--- src/rtl/vga_timing_gen_pkg.sv ---
// Shared widths, timing defaults and the packed pixel-beat payload for the VGA timing generator.
package vga_timing_gen_pkg;

  localparam int unsigned CNT_W    = 10;
  localparam int unsigned FC_W     = 8;
  localparam int unsigned VPART2_W = 9;

  // 640x480@60 defaults (800x525 total)
  localparam int unsigned DEF_H_ACTIVE = 640;
  localparam int unsigned DEF_H_FP     = 16;
  localparam int unsigned DEF_H_SYNC   = 96;
  localparam int unsigned DEF_H_BP     = 48;
  localparam int unsigned DEF_V_ACTIVE = 480;
  localparam int unsigned DEF_V_FP     = 10;
  localparam int unsigned DEF_V_SYNC   = 2;
  localparam int unsigned DEF_V_BP     = 33;

  typedef struct packed {
    logic [VPART2_W-1:0] vpart2;
    logic                activevideo;
    logic [CNT_W-1:0]    y_px;
    logic [CNT_W-1:0]    x_px;
    logic                vsync;
    logic                hsync;
  } stream_t;

  // Inclusive window test used for the sync pulse decode.
  function automatic logic in_window(input logic [CNT_W-1:0] c,
                                     input logic [CNT_W-1:0] lo,
                                     input logic [CNT_W-1:0] hi);
    return (c >= lo) && (c <= hi);
  endfunction

endpackage

--- src/rtl/vga_timing_gen_if.sv ---
// Pixel-beat output bundle of the VGA timing generator.
interface vga_timing_gen_if;
  import vga_timing_gen_pkg::*;

  stream_t          out;
  logic             hsync;
  logic             vsync;
  logic [CNT_W-1:0] x_px;
  logic [CNT_W-1:0] y_px;
  logic             activevideo;
  logic             frame_end;
  logic [FC_W-1:0]  frame_cnt;

  modport master (
    output out, hsync, vsync, x_px, y_px, activevideo, frame_end, frame_cnt
  );

  modport slave (
    input out, hsync, vsync, x_px, y_px, activevideo, frame_end, frame_cnt
  );

endinterface

--- src/rtl/wrap_counter.sv ---
// Enable-gated up counter that wraps MAX -> 0; wrap flags the enabled cycle at MAX.
module wrap_counter #(
  parameter int unsigned W   = 10,
  parameter int unsigned MAX = 799
) (
  input  logic         clk,
  input  logic         rst_n,
  input  logic         inc,
  output logic [W-1:0] count,
  output logic         wrap
);

  localparam logic [W-1:0] MAX_L = W'(MAX);

  assign wrap = inc && (count == MAX_L);

  always_ff @(posedge clk or negedge rst_n) begin
    if (!rst_n) begin
      count <= '0;
    end else if (inc) begin
      count <= wrap ? '0 : count + W'(1);
    end
  end

endmodule

--- src/rtl/vga_timing_gen.sv ---
// Registered VGA timing generator: position counters, sync/active decode, frame strobe and counter.
module vga_timing_gen
  import vga_timing_gen_pkg::*;
#(
  parameter int unsigned H_ACTIVE = DEF_H_ACTIVE,
  parameter int unsigned H_FP     = DEF_H_FP,
  parameter int unsigned H_SYNC   = DEF_H_SYNC,
  parameter int unsigned H_BP     = DEF_H_BP,
  parameter int unsigned V_ACTIVE = DEF_V_ACTIVE,
  parameter int unsigned V_FP     = DEF_V_FP,
  parameter int unsigned V_SYNC   = DEF_V_SYNC,
  parameter int unsigned V_BP     = DEF_V_BP,
  parameter logic        SYNC_POL = 1'b0
) (
  input  logic              px_clk,
  input  logic              rst_n,
  vga_timing_gen_if.master  bus
);

  localparam int unsigned H_TOTAL = H_ACTIVE + H_FP + H_SYNC + H_BP;
  localparam int unsigned V_TOTAL = V_ACTIVE + V_FP + V_SYNC + V_BP;

  localparam logic [CNT_W-1:0] H_ACT_LAST = CNT_W'(H_ACTIVE - 1);
  localparam logic [CNT_W-1:0] V_ACT_LAST = CNT_W'(V_ACTIVE - 1);
  localparam logic [CNT_W-1:0] HS_FIRST   = CNT_W'(H_ACTIVE + H_FP);
  localparam logic [CNT_W-1:0] HS_LAST    = CNT_W'(H_ACTIVE + H_FP + H_SYNC - 1);
  localparam logic [CNT_W-1:0] VS_FIRST   = CNT_W'(V_ACTIVE + V_FP);
  localparam logic [CNT_W-1:0] VS_LAST    = CNT_W'(V_ACTIVE + V_FP + V_SYNC - 1);

  // Both totals must fit the 10-bit position counters.
  if (H_TOTAL > 1024 || V_TOTAL > 1024) begin : g_total_check
    $error("vga_timing_gen: H_TOTAL/V_TOTAL exceed 1024");
  end

  logic [CNT_W-1:0] h_cnt;
  logic [CNT_W-1:0] v_cnt;
  logic             h_wrap;
  logic             v_wrap;

  wrap_counter #(
    .W   (CNT_W),
    .MAX (H_TOTAL - 1)
  ) u_h_cnt (
    .clk   (px_clk),
    .rst_n (rst_n),
    .inc   (1'b1),
    .count (h_cnt),
    .wrap  (h_wrap)
  );

  wrap_counter #(
    .W   (CNT_W),
    .MAX (V_TOTAL - 1)
  ) u_v_cnt (
    .clk   (px_clk),
    .rst_n (rst_n),
    .inc   (h_wrap),
    .count (v_cnt),
    .wrap  (v_wrap)
  );

  logic active_c;
  logic hsync_c;
  logic vsync_c;
  logic frame_end_c;

  // Decode of the current counter state, captured on the same edge the counters advance.
  always_comb begin
    active_c    = (h_cnt <= H_ACT_LAST) && (v_cnt <= V_ACT_LAST);
    hsync_c     = in_window(h_cnt, HS_FIRST, HS_LAST) ? SYNC_POL : ~SYNC_POL;
    vsync_c     = in_window(v_cnt, VS_FIRST, VS_LAST) ? SYNC_POL : ~SYNC_POL;
    frame_end_c = (h_cnt == H_ACT_LAST) && (v_cnt == V_ACT_LAST);
  end

  logic [CNT_W-1:0] x_q;
  logic [CNT_W-1:0] y_q;
  logic             active_q;
  logic             hsync_q;
  logic             vsync_q;
  logic             frame_end_q;
  logic [FC_W-1:0]  frame_cnt_q;

  always_ff @(posedge px_clk or negedge rst_n) begin
    if (!rst_n) begin
      x_q         <= '0;
      y_q         <= '0;
      active_q    <= 1'b0;
      hsync_q     <= ~SYNC_POL;
      vsync_q     <= ~SYNC_POL;
      frame_end_q <= 1'b0;
      frame_cnt_q <= '0;
    end else begin
      x_q         <= h_cnt;
      y_q         <= v_cnt;
      active_q    <= active_c;
      hsync_q     <= hsync_c;
      vsync_q     <= vsync_c;
      frame_end_q <= frame_end_c;
      // v_wrap is high exactly while the last beat of the frame is being registered.
      if (v_wrap) begin
        frame_cnt_q <= frame_cnt_q + FC_W'(1);
      end
    end
  end

  assign bus.out = '{
    vpart2:      '0,
    activevideo: active_q,
    y_px:        y_q,
    x_px:        x_q,
    vsync:       vsync_q,
    hsync:       hsync_q
  };
  assign bus.hsync       = hsync_q;
  assign bus.vsync       = vsync_q;
  assign bus.x_px        = x_q;
  assign bus.y_px        = y_q;
  assign bus.activevideo = active_q;
  assign bus.frame_end   = frame_end_q;
  assign bus.frame_cnt   = frame_cnt_q;

endmodule

--- src/flat_wrapper.sv ---
// flat-port wrapper written by rule: the top's interface ports become plain ports
module vga_timing_gen_flat import vga_timing_gen_pkg::*;
#(
  parameter int unsigned H_ACTIVE = DEF_H_ACTIVE,
  parameter int unsigned H_FP     = DEF_H_FP,
  parameter int unsigned H_SYNC   = DEF_H_SYNC,
  parameter int unsigned H_BP     = DEF_H_BP,
  parameter int unsigned V_ACTIVE = DEF_V_ACTIVE,
  parameter int unsigned V_FP     = DEF_V_FP,
  parameter int unsigned V_SYNC   = DEF_V_SYNC,
  parameter int unsigned V_BP     = DEF_V_BP,
  parameter logic        SYNC_POL = 1'b0
)
  (px_clk, rst_n, bus_out, bus_hsync, bus_vsync, bus_x_px, bus_y_px, bus_activevideo, bus_frame_end, bus_frame_cnt);
  vga_timing_gen_if bus_i ();
  input  logic px_clk;
  input  logic rst_n;
  output wire logic [$bits(bus_i.out)-1:0] bus_out;
  output wire logic [$bits(bus_i.hsync)-1:0] bus_hsync;
  output wire logic [$bits(bus_i.vsync)-1:0] bus_vsync;
  output wire logic [$bits(bus_i.x_px)-1:0] bus_x_px;
  output wire logic [$bits(bus_i.y_px)-1:0] bus_y_px;
  output wire logic [$bits(bus_i.activevideo)-1:0] bus_activevideo;
  output wire logic [$bits(bus_i.frame_end)-1:0] bus_frame_end;
  output wire logic [$bits(bus_i.frame_cnt)-1:0] bus_frame_cnt;
  assign bus_out = bus_i.out;
  assign bus_hsync = bus_i.hsync;
  assign bus_vsync = bus_i.vsync;
  assign bus_x_px = bus_i.x_px;
  assign bus_y_px = bus_i.y_px;
  assign bus_activevideo = bus_i.activevideo;
  assign bus_frame_end = bus_i.frame_end;
  assign bus_frame_cnt = bus_i.frame_cnt;
  vga_timing_gen #(.H_ACTIVE(H_ACTIVE), .H_FP(H_FP), .H_SYNC(H_SYNC), .H_BP(H_BP), .V_ACTIVE(V_ACTIVE), .V_FP(V_FP), .V_SYNC(V_SYNC), .V_BP(V_BP), .SYNC_POL(SYNC_POL)) u_core (.px_clk(px_clk), .rst_n(rst_n), .bus(bus_i));
endmodule
--- config.mk ---
export PLATFORM = sky130hd
export DESIGN_NAME = vga_timing_gen_flat
export DESIGN_NICKNAME = d
export VERILOG_FILES = /design/src/rtl/vga_timing_gen_pkg.sv /design/src/rtl/vga_timing_gen_if.sv /design/src/rtl/wrap_counter.sv /design/src/rtl/vga_timing_gen.sv /design/src/flat_wrapper.sv
export SDC_FILE = /design/constraint.sdc
export NUM_CORES = 1
export LEC_CHECK = 0
export CELL_PAD_IN_SITES_DETAIL_PLACEMENT = 1
export CELL_PAD_IN_SITES_GLOBAL_PLACEMENT = 2
export CORE_MARGIN = 10
export CORE_UTILIZATION = 30
export CTS_CLUSTER_DIAMETER = 200
export CTS_CLUSTER_SIZE = 16
export DETAILED_ROUTE_END_ITERATION = 8
export PLACE_DENSITY = 0.85
export SYNTH_ARGS = -nofsm -noshare
export SYNTH_HDL_FRONTEND = slang
export SYNTH_SLANG_ARGS = --single-unit
--- constraint.sdc ---
create_clock -name px_clk -period 2.7 [get_ports px_clk]
set_clock_uncertainty 0.05 [all_clocks]
set_input_delay 0.27 -clock px_clk [delete_from_list [all_inputs] [get_ports px_clk]]
set_output_delay 0.27 -clock px_clk [all_outputs]
set_load 0.02 [all_outputs]
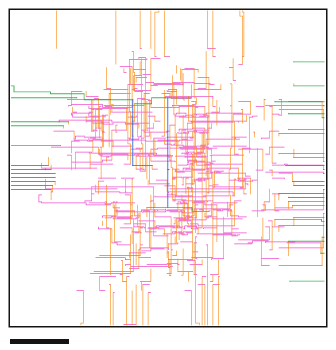
Figure 1: run 1, signal wires by layer.
Scale bar: 20 µm.
- metal 4: blue (wire length 59.8 µm)
- metal 1: magenta (wire length 2,230 µm)
- metal 2: orange (wire length 2,250 µm)
- metal 3: green (wire length 531 µm)
wire per inst: 15.2 µm
total wirelength of the detailed-routed design: 5.07 mm
global-route usage over all layers: 8.87%

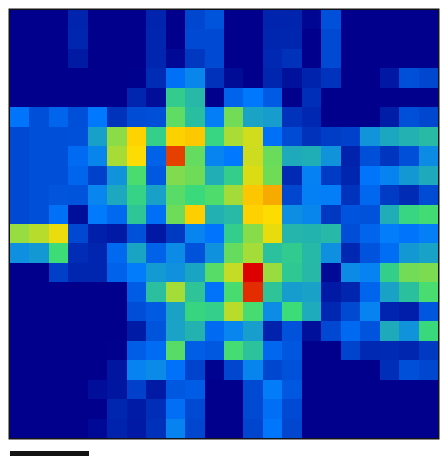
Figure 2: run 1, signal metal coverage by tile.
Scale bar: 20 µm. 22 x 22 tiles, from dark blue (low) to red (high), scaled to the fullest tile. Values are wire area over tile area, all layers added.
- densest ninth of the die: center
- mean over tiles: 0.072
- nearly empty tiles: 31%
- tiles over half the peak: 11%
- fullest tile: 0.37
- emptiest ninth of the die: south-west
vias post-DR: 1,477

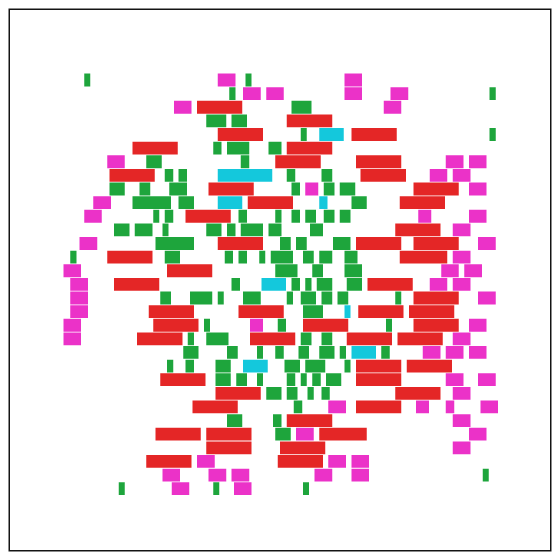
Figure 3: run 1, placed cells, one color a class.
- remaining buffers and delay cells: magenta (cells 61; share of their area 21%)
- sequential cells: red (cells 52; share of their area 47%)
- clock drivers and dummy loads: cyan (cells 8; share of their area 3.9%)
- combinational and other logic: green (cells 114; share of their area 28%)
final std cell area, no fill: 2910 µm²
Seq area share: 44.8%
Placeable Area: 7370 µm²

==> metrics.yaml, run 1 <==
cts_hold_repair.buffers: 1
synth.lib_cells_used.distinct: 37
placed_cells_incl_taps: 325
syn_area_per_cell_um2: 11.9
yosys-dominant-comb-family: "simple AND/OR/NAND/NOR gates"
hold_slack_ns: 0.292
highest_layer: "met4"
detail_route.vias_per_cell: 4.42
final.clkbuf_count: 6
tightestPinTransition_ns: 0.530
cap_violations: 0
non_clock_buffers_area_share_pct: 20.5
antenna_cells: 0
synth_dominant_cell_count: "sky130_fd_sc_hd__dfrtp_1"
layout_setup_ws_ns: 0.503
routedLengthMet1_mm: 2.23
seqPwrFrac_pct: 58.5
route.detailed.drc: 0
finalPower_mw: 1.33
met2RoutedLength_mm: 2.25
setup.worst_path.end_class: "register"
dp_hpwl_mm: 3.81
postSynthCellCount: 194
layout_top_cell: "sky130_fd_sc_hd__clkdlybuf4s50_1"
powerDensity_nw_per_um2: 457
synth.mux.area_fraction_pct: 1.41
violation_count_after_the_first_detailed_routing_iteration: 39
most_used_layer_global_route: "met2"
layout_worst_path_cycle_share_pct: 81.4
cts-buffers-inserted: 5
insertion_delay_ns: 0.31
clock_pin_slew_on_the_worst_setup_and_hold_paths_ns: 0.09
tritoncts: "built"
cts_num_sinks: 52
setup_total_negative_slack_ns: 0
share_comb_of_total_power_pct: 2.2
die_area_um2: 11600
ir_drop_mv: 0.189
synthTopCellsByCount: "sky130_fd_sc_hd__dfrtp_1, sky130_fd_sc_hd__buf_4, sky130_fd_sc_hd__xor2_1, sky130_fd_sc_hd__nand3_1, sky130_fd_sc_hd__nor2_1"
synth.yosys.warnings: 0
post_route_minimum_period_ns: 2.20
rsz0062_at_grt: "false"
aoi_share_pct: 2.33
yosys_area_um2: 2310
max_fanout_on_critical_path: 8
cts-resized-gates: 0
port_buffers: 56
global_route.overflow_total: 0
clock_path_buffers: 2
grt_max_degree: 26
setup.worst_path.class: "reg2reg"
routabilityCongestion: 0.775
timing.critical_path.required_ns: 2.88
num-nonclk-inverters: 4
async_flop_share_pct: 100
most-common-layout-cells: "sky130_fd_sc_hd__clkdlybuf4s50_1, sky130_fd_sc_hd__dfrtp_1, sky130_fd_sc_hd__xor2_1"
die.size.y_um: 108
pwr.group.sequential_mw: 0.778
critical_path.max_stage_delay_ns: 0.73
nNetsFinal: 242
initial_antenna_violation_count: 0
sequential_cell_count: 52
final_cells: 334
vias_in_the_first_global_route: 1574
tool_warnings: 30
largestPowerGroup: "registers"
p_leak_nw: 1.33
finalHoldViolCount: 0
use_met2_pct: 13.8
first_pass_grt_wire_length_mm: 8.31
crit_slowest_cell: "sky130_fd_sc_hd__or4_1"
well_tap_count: 99
max-slew-margin-rel_pct: 64.7
non_clock_buffer_count: 61
ys_sh_adder_pct: 3.24
power.internal_mw: 1.06
run_status: "finished, final reports clean"
met3_length_um: 530
postCtsSetupRepairBufs: 0
power_switching_mw: 0.272
max_clock_freq_ghz: 0.455
number_of_rows_created_at_floorplan: 31
swShare_pct: 20.5
critical_path_arrival_ns: 2.38
io_pins: 66
synth.cell_area_um2: 2310
postLayoutCoreUtil_pct: 39.5
hp-class: "in2async"
layout-drive-gt1-share_pct: 9.36
synth.top_cells.by_area: "sky130_fd_sc_hd__dfrtp_1, sky130_fd_sc_hd__buf_4, sky130_fd_sc_hd__xor2_1"
clk_root_buffer_cell: "sky130_fd_sc_hd__clkbuf_8"
post_synth_edffs: 0
power.share.clock_pct: 39.2
cts.htree.levels: 2
die_width_um: 108
clk-power_mw: 0.521
post-place-ws_ns: 0.523
ant_nets: 0
comb_area_share_pct: 26.2
detailedRoute.firstPassIterationCount: 3
ys.flops: 52
path_cells: "inv_1 > ha_1 > nand4_1 > or4_1 > nor3_1 > xor2_1"
critical-path-top-delay-family: "simple AND/OR/NAND/NOR gates"
simple_gate_area_share_pct: 17.3
synth.top_cell.area_share_pct: 54.1
ys_cells: 194
num-multi-input-gates: 110
final-seq-area_um2: 1300
synthDominantAreaCellType: "sky130_fd_sc_hd__dfrtp_1"
setup_viol_count_final: 0
gr-usage-met1_pct: 10.5
crit_buf_inv: 1
synth_sequential_area_ratio_pct: 56.4
placed_cell_area_um2: 2790
critPathLaunchType: "register"
report.final.slew_viol_count: 0
## run 1: final timing paths
path / slack [ns] / startpoint / depth (start not counted) / endpoint
worst min register to register: 0.42 / u_core.u_h_cnt.count[1] / 0 / u_core.bus.x_px[1]
worst min-delay path: 0.29 / rst_n / 2 / u_core.bus.x_px[9]
worst max-delay path: 0.50 / u_core.u_v_cnt.count[0] / 6 / u_core.bus.frame_cnt[3]
max in group asynchronous: 1.74 / rst_n / 3 / u_core.u_v_cnt.count[1]
min in group px_clk: 0.42 / u_core.u_h_cnt.count[1] / 0 / u_core.bus.x_px[1]
worst max register to register: 0.50 / u_core.u_v_cnt.count[0] / 6 / u_core.bus.frame_cnt[3]
Figure 4. Routing congestion map (run 1).
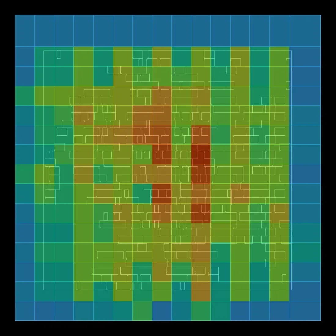

==> inputs of run 2 (changes only) <==
- clock period: 2.7 -> 2.3 ns (I/O delays scaled with it)
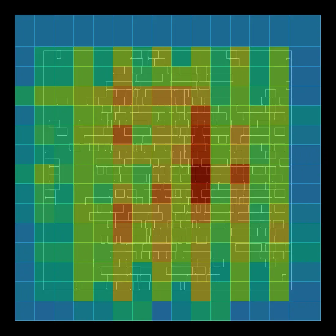
Figure 5: run 2, routing congestion map.
Most Used Layer, Global Route: met2
wire per inst: 15.6 µm

==> run 2 against run 1 <==
  * The run now ends with hold timing left
  * Register-to-register slack lost 0.26 ns
  * Die size did not move
  * First-iteration DRC count is 28% higher
  * Critical endpoint is now u_core.bus.frame_cnt[5]
  * Sequential power grew 17%
  * Total power grew 17%
  * Sequential cell count is the same
  * Hold slack worse by 0.30 ns
  * Synthesized cell count unchanged
  * Critical path depth down 1
  * Fmax increased by 6.9%
  * Combinational power grew 8.8%
  * Sequential share of layout area decreased by 0.48 points
==> metrics.yaml, run 2 <==
run_status: "finished, violations left"  # was finished, final reports clean
violations: "hold timing"
yosys-dominant-comb-family: "simple AND/OR/NAND/NOR gates"  # unchanged
power.internal_mw: 1.24  # was 1.06 mW
swShare_pct: 20.6  # was 20.5%
tightestPinTransition_ns: 0.646  # was 0.530 ns
cts_num_sinks: 52  # unchanged
synth.mux.area_fraction_pct: 1.41  # unchanged
largestPowerGroup: "registers"  # unchanged
endpoint_of_the_worst_register_to_register_path: "u_core.bus.frame_cnt[5]"  # was u_core.bus.frame_cnt[3]
simple_gate_area_share_pct: 17.3  # unchanged
cts-buffers-inserted: 5  # unchanged
ir_drop_mv: 0.263  # was 0.189 mV
detail_route.vias_per_cell: 4.50  # was 4.42
initial_antenna_violation_count: 0  # unchanged
rsz0062_at_grt: "false"  # unchanged
timing.reg2reg.setup_slack_ns: 0.24  # was 0.50 ns
synth.yosys.warnings: 0  # unchanged
p_leak_nw: 1.36  # was 1.33 nW
post_route_minimum_period_ns: 2.06  # was 2.20 ns
max-slew-margin-rel_pct: 56.9  # was 64.7%
crit_buf_inv: 0  # was 1
synth.cell_area_um2: 2310  # unchanged
report.final.slew_viol_count: 0  # unchanged
die_area_um2: 11600  # unchanged
hold_slack_ns: -0.00940  # was 0.292 ns
number_of_rows_created_at_floorplan: 31  # unchanged
grt_max_degree: 53  # was 26
use_met2_pct: 14.8  # was 13.8%
routabilityCongestion: 0.766  # was 0.775
setup_viol_count_final: 0  # unchanged
critical_path_depth: 5  # was 6
pwr.group.sequential_mw: 0.914  # was 0.778 mW
cts-resized-gates: 0  # unchanged
reg2regPathDepth: 5  # was 6
first_pass_grt_wire_length_mm: 8.87  # was 8.31 mm
clock_path_buffers: 2  # unchanged
post_synth_edffs: 0  # unchanged
cp-startpoint: "u_core.u_h_cnt.count[0]"  # was u_core.u_v_cnt.count[0]
detailedRoute.firstPassIterationCount: 4  # was 3
antenna_cells: 0  # unchanged
ant_nets: 0  # unchanged
tritoncts: "built"  # unchanged
critPathLaunchType: "register"  # unchanged
global_route.overflow_total: 0  # unchanged
synth.lib_cells_used.distinct: 37  # unchanged
clock_pin_slew_on_the_worst_setup_and_hold_paths_ns: 0.09  # about the same
gr-usage-met1_pct: 11.3  # was 10.5%
synthTopCellsByCount: "sky130_fd_sc_hd__dfrtp_1, sky130_fd_sc_hd__buf_4, sky130_fd_sc_hd__xor2_1, sky130_fd_sc_hd__nand3_1, sky130_fd_sc_hd__nor2_1"  # unchanged
timing.rr.start: "u_core.u_h_cnt.count[0]"  # was u_core.u_v_cnt.count[0]
layout_worst_path_cycle_share_pct: 89.4  # was 81.4%
setup_total_negative_slack_ns: 0  # unchanged
critical-path-top-delay-family: "simple AND/OR/NAND/NOR gates"  # unchanged
violation_count_after_the_first_detailed_routing_iteration: 50  # was 39
setup.worst_path.end_class: "register"  # unchanged
layout-drive-gt1-share_pct: 11.7  # was 9.36%
max_fanout_on_critical_path: 11  # was 8
async_flop_share_pct: 100  # unchanged
power.share.clock_pct: 39.3  # was 39.2%
synth_sequential_area_ratio_pct: 56.4  # unchanged
finalHoldViolCount: 31  # was 0
crit_slowest_cell: "sky130_fd_sc_hd__or3_1"  # was sky130_fd_sc_hd__or4_1
timing.critical_path.required_ns: 2.48  # was 2.88 ns
setup.worst_path.class: "reg2reg"  # unchanged
ys.flops: 52  # unchanged
met2RoutedLength_mm: 2.42  # was 2.25 mm
critical_path.max_stage_delay_ns: 0.57  # was 0.73 ns
aoi_share_pct: 2.33  # unchanged
synthDominantAreaCellType: "sky130_fd_sc_hd__dfrtp_1"  # unchanged
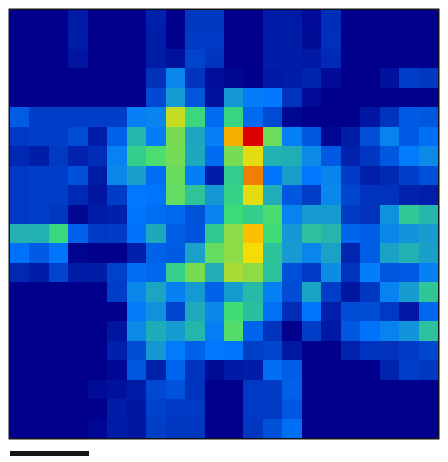
Figure 6: run 2, signal metal coverage by tile.
Scale bar: 20 µm. 22 x 22 tiles, from dark blue (low) to red (high), scaled to the fullest tile. Values are wire area over tile area, all layers added.
- mean over tiles: 0.074
- nearly empty tiles: 31%
- densest ninth of the die: center
global-route usage over all layers: 9.46%
total wirelength of the detailed-routed design: 5.28 mm
vias post-DR: 1,520

-- run 2: cell counts after synthesis --
Identical to the previous run, type by type.
-- run 2: per-stage QoR --
stage	area [µm²]	setup slack (ns)	util, %	power (mW)	instances
3_5_place_dp	2830	0.125	38.4	0.965	330
6_report	2940	0.244	39.9	1.56	338
5_1_grt	2940	0.0681	39.9	1.62	338
4_1_cts	2940	0.107	39.8	1.58	338
3_3_place_gp	2830	0.239	38.4	0.965	330
2_1_floorplan	2340	0.395	-	0.956	202
-- run 2: final cells by class --
type                       count  area (µm²)  area share, %
clock buffer                   6        72.6           2.47
clock inverter                 2        35.0           1.19
inverter                       4        15.0          0.511
multi-input combinational    110         766           26.1
sequential                    52        1300           44.4
tap                           99         124           4.21
timing repair buffer          65         623           21.2
Power and IR drop assume default switching activity.
